$ cat config.mk
export PLATFORM = sky130hd
export DESIGN_NAME = alu
export DESIGN_NICKNAME = d
export VERILOG_FILES = /design/src/rtl/alu_pkg.sv /design/src/rtl/alu_shifter.sv /design/src/rtl/alu.sv
export SDC_FILE = /design/constraint.sdc
export NUM_CORES = 1
export LEC_CHECK = 0
export CAP_MARGIN = 0
export CORE_ASPECT_RATIO = 1.25
export CORE_UTILIZATION = 50
export DETAILED_ROUTE_END_ITERATION = 8
export PLACE_DENSITY_LB_ADDON = 0.1
export REMOVE_ABC_BUFFERS = 1
export SLEW_MARGIN = 20
export SYNTH_ARGS = -nofsm -noshare
export SYNTH_HDL_FRONTEND = slang
export SYNTH_SLANG_ARGS = --single-unit
$ cat constraint.sdc
create_clock -name vclk -period 11.5
set_input_delay 2.3 -clock vclk [all_inputs]
set_output_delay 2.3 -clock vclk [all_outputs]
set_load 0.02 [all_outputs]
$ cat src/rtl/alu_pkg.sv
// Shared opcode encoding for the RV32I integer ALU.
// The decoder and the benches use these constants so the encoding lives in one place.
package alu_pkg;

  localparam int ALU_OP_W = 4;

  typedef logic [ALU_OP_W-1:0] alu_op_t;

  localparam alu_op_t ALU_ADD  = 4'b0000;
  localparam alu_op_t ALU_SUB  = 4'b0001;
  localparam alu_op_t ALU_AND  = 4'b0010;
  localparam alu_op_t ALU_OR   = 4'b0011;
  localparam alu_op_t ALU_XOR  = 4'b0100;
  localparam alu_op_t ALU_SLL  = 4'b0101;
  localparam alu_op_t ALU_SRL  = 4'b0110;
  localparam alu_op_t ALU_SRA  = 4'b0111;
  localparam alu_op_t ALU_SLT  = 4'b1000;
  localparam alu_op_t ALU_SLTU = 4'b1001;

  // SUB, SLT and SLTU all run through the adder in subtract mode.
  function automatic logic op_uses_sub(input alu_op_t op);
    return (op == ALU_SUB) || (op == ALU_SLT) || (op == ALU_SLTU);
  endfunction

  function automatic logic op_is_right_shift(input alu_op_t op);
    return (op == ALU_SRL) || (op == ALU_SRA);
  endfunction

endpackage

$ cat src/rtl/alu_shifter.sv
// Logarithmic barrel shifter for SLL/SRL/SRA.
// Left shifts reuse the right-shift stages by bit-reversing the operand in and out.
module alu_shifter #(
  parameter int WIDTH = 32,
  parameter int SHW   = $clog2(WIDTH)
) (
  input  logic [WIDTH-1:0] a,
  input  logic [SHW-1:0]   shamt,
  input  logic             shift_right,
  input  logic             arith,
  output logic [WIDTH-1:0] shifted
);

  logic [WIDTH-1:0]          a_rev;
  logic [WIDTH-1:0]          out_rev;
  logic [SHW:0][WIDTH-1:0]   stage;
  logic                      fill;

  for (genvar i = 0; i < WIDTH; i++) begin : g_rev
    assign a_rev[i]   = a[WIDTH-1-i];
    assign out_rev[i] = stage[SHW][WIDTH-1-i];
  end

  // Sign fill only makes sense for an arithmetic right shift.
  assign fill     = arith & shift_right & a[WIDTH-1];
  assign stage[0] = shift_right ? a : a_rev;

  for (genvar s = 0; s < SHW; s++) begin : g_stage
    localparam int STEP = 1 << s;
    assign stage[s+1] = shamt[s] ? {{STEP{fill}}, stage[s][WIDTH-1:STEP]} : stage[s];
  end

  assign shifted = shift_right ? stage[SHW] : out_rev;

endmodule

$ cat src/rtl/alu.sv
// RV32I integer ALU: ten operations plus a zero flag, optionally registered
// so the block can sit on a pipeline boundary.
module alu
  import alu_pkg::*;
#(
  parameter int WIDTH   = 32,
  parameter bit REG_OUT = 1'b0
) (
  input  logic             clk,
  input  logic             rst,
  input  logic [WIDTH-1:0] a,
  input  logic [WIDTH-1:0] b,
  input  alu_op_t          alu_op,
  output logic [WIDTH-1:0] result,
  output logic             zero
);

  localparam int SHW = $clog2(WIDTH);

  logic             use_sub;
  logic [WIDTH-1:0] b_opnd;
  logic [WIDTH:0]   sum_ext;
  logic [WIDTH-1:0] sum;
  logic             carry;
  logic             overflow;
  logic             lt_signed;
  logic             lt_unsigned;
  logic [WIDTH-1:0] shifted;
  logic [WIDTH-1:0] comb_result;
  logic             comb_zero;

  // One adder serves ADD, SUB and both compares: a + ~b + 1 in subtract mode.
  assign use_sub = op_uses_sub(alu_op);
  assign b_opnd  = use_sub ? ~b : b;
  assign sum_ext = {1'b0, a} + {1'b0, b_opnd} + {{WIDTH{1'b0}}, use_sub};
  assign sum     = sum_ext[WIDTH-1:0];
  assign carry   = sum_ext[WIDTH];

  // Signed less-than is the difference sign, flipped when the subtraction overflowed.
  assign overflow    = (a[WIDTH-1] != b[WIDTH-1]) && (sum[WIDTH-1] != a[WIDTH-1]);
  assign lt_signed   = sum[WIDTH-1] ^ overflow;
  assign lt_unsigned = ~carry;

  alu_shifter #(
    .WIDTH (WIDTH),
    .SHW   (SHW)
  ) u_shifter (
    .a           (a),
    .shamt       (b[SHW-1:0]),
    .shift_right (op_is_right_shift(alu_op)),
    .arith       (alu_op == ALU_SRA),
    .shifted     (shifted)
  );

  always_comb begin
    comb_result = '0;
    case (alu_op)
      ALU_ADD,
      ALU_SUB:  comb_result = sum;
      ALU_AND:  comb_result = a & b;
      ALU_OR:   comb_result = a | b;
      ALU_XOR:  comb_result = a ^ b;
      ALU_SLL,
      ALU_SRL,
      ALU_SRA:  comb_result = shifted;
      ALU_SLT:  comb_result = {{(WIDTH-1){1'b0}}, lt_signed};
      ALU_SLTU: comb_result = {{(WIDTH-1){1'b0}}, lt_unsigned};
      default:  comb_result = '0;
    endcase
  end

  assign comb_zero = ~|comb_result;

  if (REG_OUT) begin : g_reg
    // Zero is captured alongside result so both leave the register together.
    always_ff @(posedge clk or posedge rst) begin
      if (rst) begin
        result <= '0;
        zero   <= 1'b1;
      end else begin
        result <= comb_result;
        zero   <= comb_zero;
      end
    end
  end else begin : g_comb
    logic unused_clk_rst;
    assign unused_clk_rst = clk ^ rst;
    assign result         = comb_result;
    assign zero           = comb_zero;
  end

endmodule

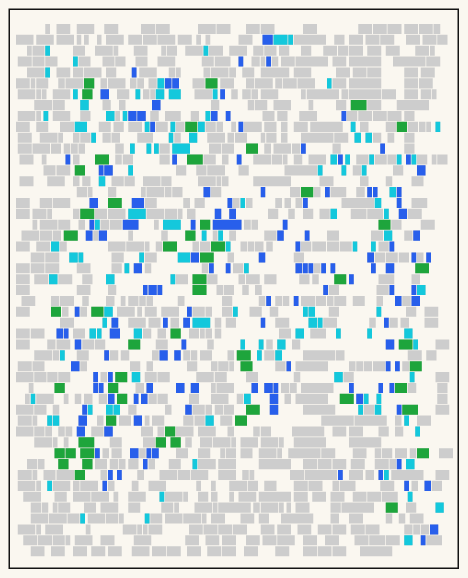
**Above:** run 1 (gate-type map).
Drawn at 4 px/um.
legend:
  non-inverting ao/oa cells:
    colour: green
    cells: 54
  nand cells:
    colour: blue
    cells: 139
  nor cells:
    colour: cyan
    cells: 118

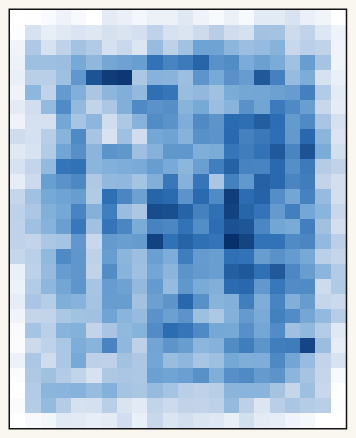
**Above:** run 1 (wiring heat map).
Drawn at 3 px/um. 22 x 28 tiles, from white (low) to dark blue (high), scaled to the fullest tile. Values are wire area over tile area, all layers added.
fullest tile: 0.82
mean over tiles: 0.35
nearly empty tiles: 1.9%
tiles over half the peak: 40%
GRT Total Usage: 41.1%
via count: 8,921
Total Wirelength: 32,600 um
wire per inst: 25.8 um

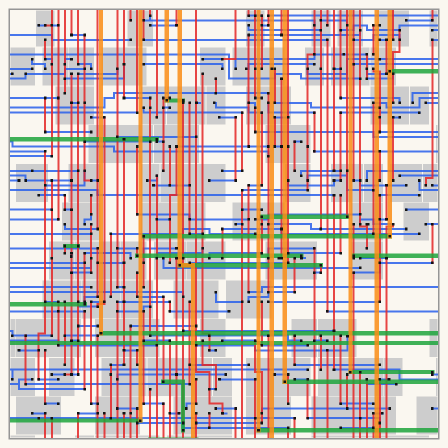
**Above:** run 1 (zoomed window).
Region (41, 27) to (71, 57) um. Cells in grey, sequential cells in the stronger grey; small squares are vias.
legend:
  metal 4:
    colour: orange
  metal 3:
    colour: green
  metal 2:
    colour: red
  metal 1:
    colour: blue
sequential cells in the window: 0
cells with their middle in the window: 72
most frequent: ha_1 (9), o21ai_0 (8)

==> impl_metrics.csv, run 1 <==
group,metric,value,unit
route,wl_met3,2800,um
finish,drive_gt1_share,8.48,%
finish,ff_latch_area,0,um^2
floorplan,die_x,112,um
finish,logic_area,6930,um^2
floorplan,die_h,139,um
floorplan,tapCellCount,178,
sta,whs,6.05,ns
pwr,powerDensity,59.3,nW/um^2
place,globalplace.congestion,1.06,
setup_path,endpoint,"zero",
setup_path,end_kind,"primary output",
logic_synthesis,ys_sh_xor,6.03,%
status,violations,"design-rule violations",
logic_synthesis,yosys.stat.seqShare,0,%
status,status,"finished with violations",
route,viasPerCell,7.06,
logic_synthesis,synth_warnings,0,
logic_synthesis,ys_sh_mux,19.9,%
logic_synthesis,simple_gate_share,20.0,%
route,drcViolationCount,2,
logic_synthesis,syn_area_per_cell,7.26,um^2
setup_path,slowest_delay,0.68,ns
sta,rsz0062_at_grt,"false",
pwr,power_frac_comb,100.0,%
pwr,p_int,204,uW
job,warnings,67,
setup_path,startpoint_type,"primary input",
clocking,cts_hold_buf,0,
grt,use_met1,52.0,%
sta,fmax,94.0,MHz
grt,grt_max_degree,52,
sta,setup_viol,0,
logic_synthesis,yosys_area,7550,um^2
setup_path,path_delay_family,"simple AND/OR/NAND/NOR gates",
pwr,vdd_drop_max,37.8,uV
route,ant_nets,0,
finish,signal_buffers,126,
finish,nets,1254,
setup_path,critPathRequiredTime,9.20,ns
finish,area_delta_synth_final,14.3,%
sta,relSlewSlack,35.0,%
sta,finalClockPeriodUsage,92.5,%
logic_synthesis,ys_sh_aoi,29.5,%
route,wl_met1,12800,um
logic_synthesis,ys_sh_adder,16.2,%
floorplan,io_pins,103,
logic_synthesis,yosys_cells,1040,
place,dp_cells,1263,
sta,timing.final.ws_setup,0.860,ns
finish,lay_top_cells,"100 x clkdlybuf4s50_1, 96 x ha_1, 80 x nand2_1",
pwr,power,512,uW
setup_path,cp.arrival,8.34,ns
finish,largestClassByArea,"combinational gates",
setup_path,worst-setup-path-type,"primary input to primary output",
place,placed_area,8630,um^2
finish,postLayoutCellArea,8630,um^2
pwr,seqPwrFrac,0,%
finish,n_antenna_cell,0,
sta,min_period,10.64,ns
**Run 1: track usage over the die**

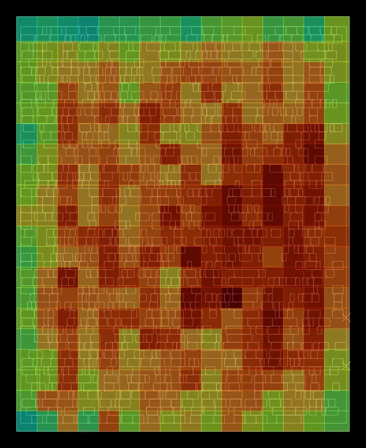

==> run 2, diff against run 1 <==
- CAP_MARGIN: 0 -> not set
- GPL_TIMING_DRIVEN: not set -> 0
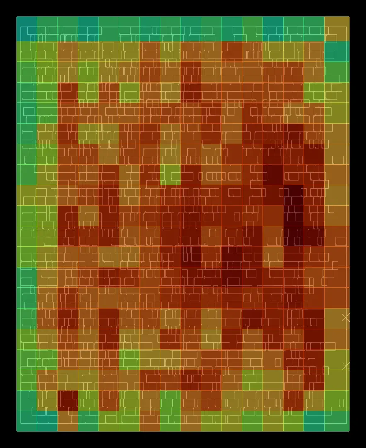
**Above:** run 2 (track usage over the die).
wire per inst: 25.8 um
GRT Total Usage: 40.7%
M2 GR Usage: 70.8%
layer with the highest usage: met2

==> run 2 against run 1 <==
Compared with the run above: the flow still finishes with violations (design-rule violations); combinational power about the same; area after synthesis unchanged; sequential share of layout area stayed put; global-route usage fell by 0.47 points; first-iteration DRC count rose by 8.0%; setup slack lost 0.53 ns; critical endpoint unchanged; largest cell class unchanged; largest power group unchanged; highest routed layer is now met4.
==> impl_metrics.csv, run 2 <==
group,metric,value,unit
setup_path,critPathRequiredTime,9.20,ns
pwr,power.share.clock,0,%
setup_path,endpoint,"zero",
route,viasPerCell,7.18,
logic_synthesis,yosys-top-cells-count,"96 x ha_1, 80 x nand2_1, 74 x inv_1, 71 x nor2_1, 67 x o21ai_0",
finish,nets,1243,
logic_synthesis,ys_sh_xor,6.03,%
floorplan,io_pins,103,
finish,nonClkBufAreaFrac,13.3,%
setup_path,crit_chain,"clkdlybuf4s50_1 > nor2_1 > and2_2 > buf_12 > nand2_1 > o21ai_0 > fa_1 > a21oi_1 > o22ai_1 > a211oi_1 > o221a_2 > o21ai_1 > and4b_1 > or4_1 > nor2_1 > nand4bb_1 > nor4_2 > clkdlybuf4s50_1",
sta,setup_viol,0,
pwr,p_comb,509,uW
place,globalplace.congestion,1.02,
setup_path,cp-startpoint,"alu_op[1]",
pwr,leakagePower,0.00362,uW
finish,lay_top_cells,"96 x ha_1, 96 x clkdlybuf4s50_1, 80 x nand2_1",
finish,n_antenna_cell,0,
route,wl_met1,12500,um
route,drt-total-wl,32400,um
pwr,p_int,203,uW
route,dr.pass1.iters,8,
finish,clk_share,0,%
clocking,cts_resized,0,
logic_synthesis,synth_warnings,0,
floorplan,die_x,112,um
pwr,switching_share,60.2,%
logic_synthesis,ys_sh_mux,19.9,%
pwr,powerDensity,59.3,nW/um^2
place,port_buffers,101,
route,top_layer,"met4",
route,vias,8990,
logic_synthesis,top_area_cell,"ha_1",
logic_synthesis,syn-instance-count,1040,
finish,nClkBuffers,0,
setup_path,path_max_fanout,28,
finish,drive_gt1_share,8.29,%
logic_synthesis,yosys.stat.seqShare,0,%
route,wl_met2,15400,um
grt,grt_overflow,0,
logic_synthesis,ys_types,73,
min_path,min_to,"result[1]",
floorplan,fp_util,51.7,%
sta,slew_viol_final,0,
sta,tightest_slew,1.18,ns
route,drtIter0Drc,1217,
grt,first_global_vias,8511,
finish,postLayoutCellArea,8580,um^2
floorplan,die_h,139,um
finish,largestClassByArea,"combinational gates",
status,violations,"design-rule violations",
clocking,cts_setup_buffers,0,
finish,fin_util,58.8,%
logic_synthesis,simple_gate_share,20.0,%
place,dp_cells,1252,
grt,grt_antenna_before_repair,0,
place,placed_area,8590,um^2
place,place_hpwl,25500,um
pwr,power_frac_comb,100.0,%
finish,ff_latch_area,0,um^2
setup_path,slowest_delay,1.25,ns
logic_synthesis,logic_family,"AND-OR/OR-AND gates",
grt,grt_max_degree,53,
sta,finalSetupTns,0,ns
logic_synthesis,yosys_area,7550,um^2
place,pre_cts_slack,0.598,ns
setup_path,end_kind,"primary output",
finish,fill_cells,1418,
setup_path,worst_path_max_delay_cell,"clkdlybuf4s50_1",
logic_synthesis,syn_area_per_cell,7.26,um^2
job,warnings,67,
setup_path,startpoint_type,"primary input",
setup_path,path_delay_family,"buffers and inverters",
finish,comb_share,80.9,%
setup_path,worst-setup-path-type,"primary input to primary output",
job,max_cap_viol_count,0,
pwr,power,509,uW
min_path,hp-start,"b[1]",
logic_synthesis,yosys_cells,1040,
sta,finalHoldViolCount,0,
finish,logic_area,6940,um^2
pwr,p_seq,0,uW
pwr,maxPowerGroup,"combinational cells",
finish,signal_buffers,115,
sta,fmax,89.5,MHz
route,drcViolationCount,2,
logic_synthesis,ys_sh_aoi,29.5,%
floorplan,die_area,15600,um^2
route,ant_nets,0,
setup_path,crit_cells,18,
clocking,cts_hold_buf,0,
floorplan,core_area,14600,um^2
min_path,hold_depth,7,
finish,logic_gate_count,884,
logic_synthesis,yosys-top-cells-area,"ha_1 16%, mux4_2 9.2%, mux2i_1 8.6%",
setup_path,cp.arrival,8.87,ns
pwr,switchingPower,306,uW
status,status,"finished with violations",
logic_synthesis,top_cell,"ha_1",
finish,seq_share,0,%
grt,use_met1,50.8,%
sta,finalClockPeriodUsage,97.2,%
pwr,seqPwrFrac,0,%
sta,whs,6.02,ns
floorplan,fp-row-count,49,
logic_synthesis,synthesis.area,7550,um^2
finish,inv_count,75,
sta,rsz0062_at_grt,"false",
sta,min_period,11.17,ns
setup_path,worst-path-buf-inv,3,
pwr,vdd_drop_max,33.0,uV
sta,timing.final.ws_setup,0.327,ns
min_path,min_path_type,"primary input to primary output",
route,wl_met3,2910,um
sta,relSlewSlack,21.2,%
pwr,p_clk,0,uW
finish,seq_cells,0,
finish,layout.cells.non_filler,1252,
logic_synthesis,ys_sh_adder,16.2,%
grt,grtUsageMet3,4.09,%
floorplan,tapCellCount,178,
finish,area_delta_synth_final,13.7,%
logic_synthesis,yosysTopAreaCellShare,15.9,%
grt,grt_pass1_wl,49400,um
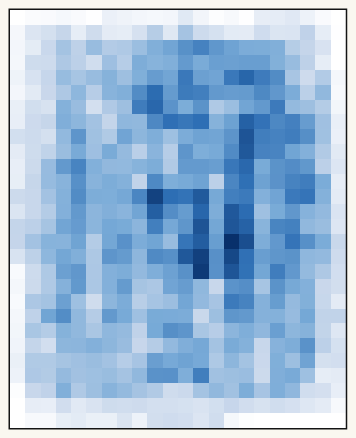
**Above:** run 2 (wiring heat map).
Drawn at 3 px/um. 22 x 28 tiles, from white (low) to dark blue (high), scaled to the fullest tile. Values are wire area over tile area, all layers added.
mean over tiles: 0.35
emptiest ninth of the die: north-west
tiles over half the peak: 30%
nearly empty tiles: 2.9%
fullest tile: 0.89
densest ninth of the die: centre

Power is estimated from default activity; no workload was simulated.
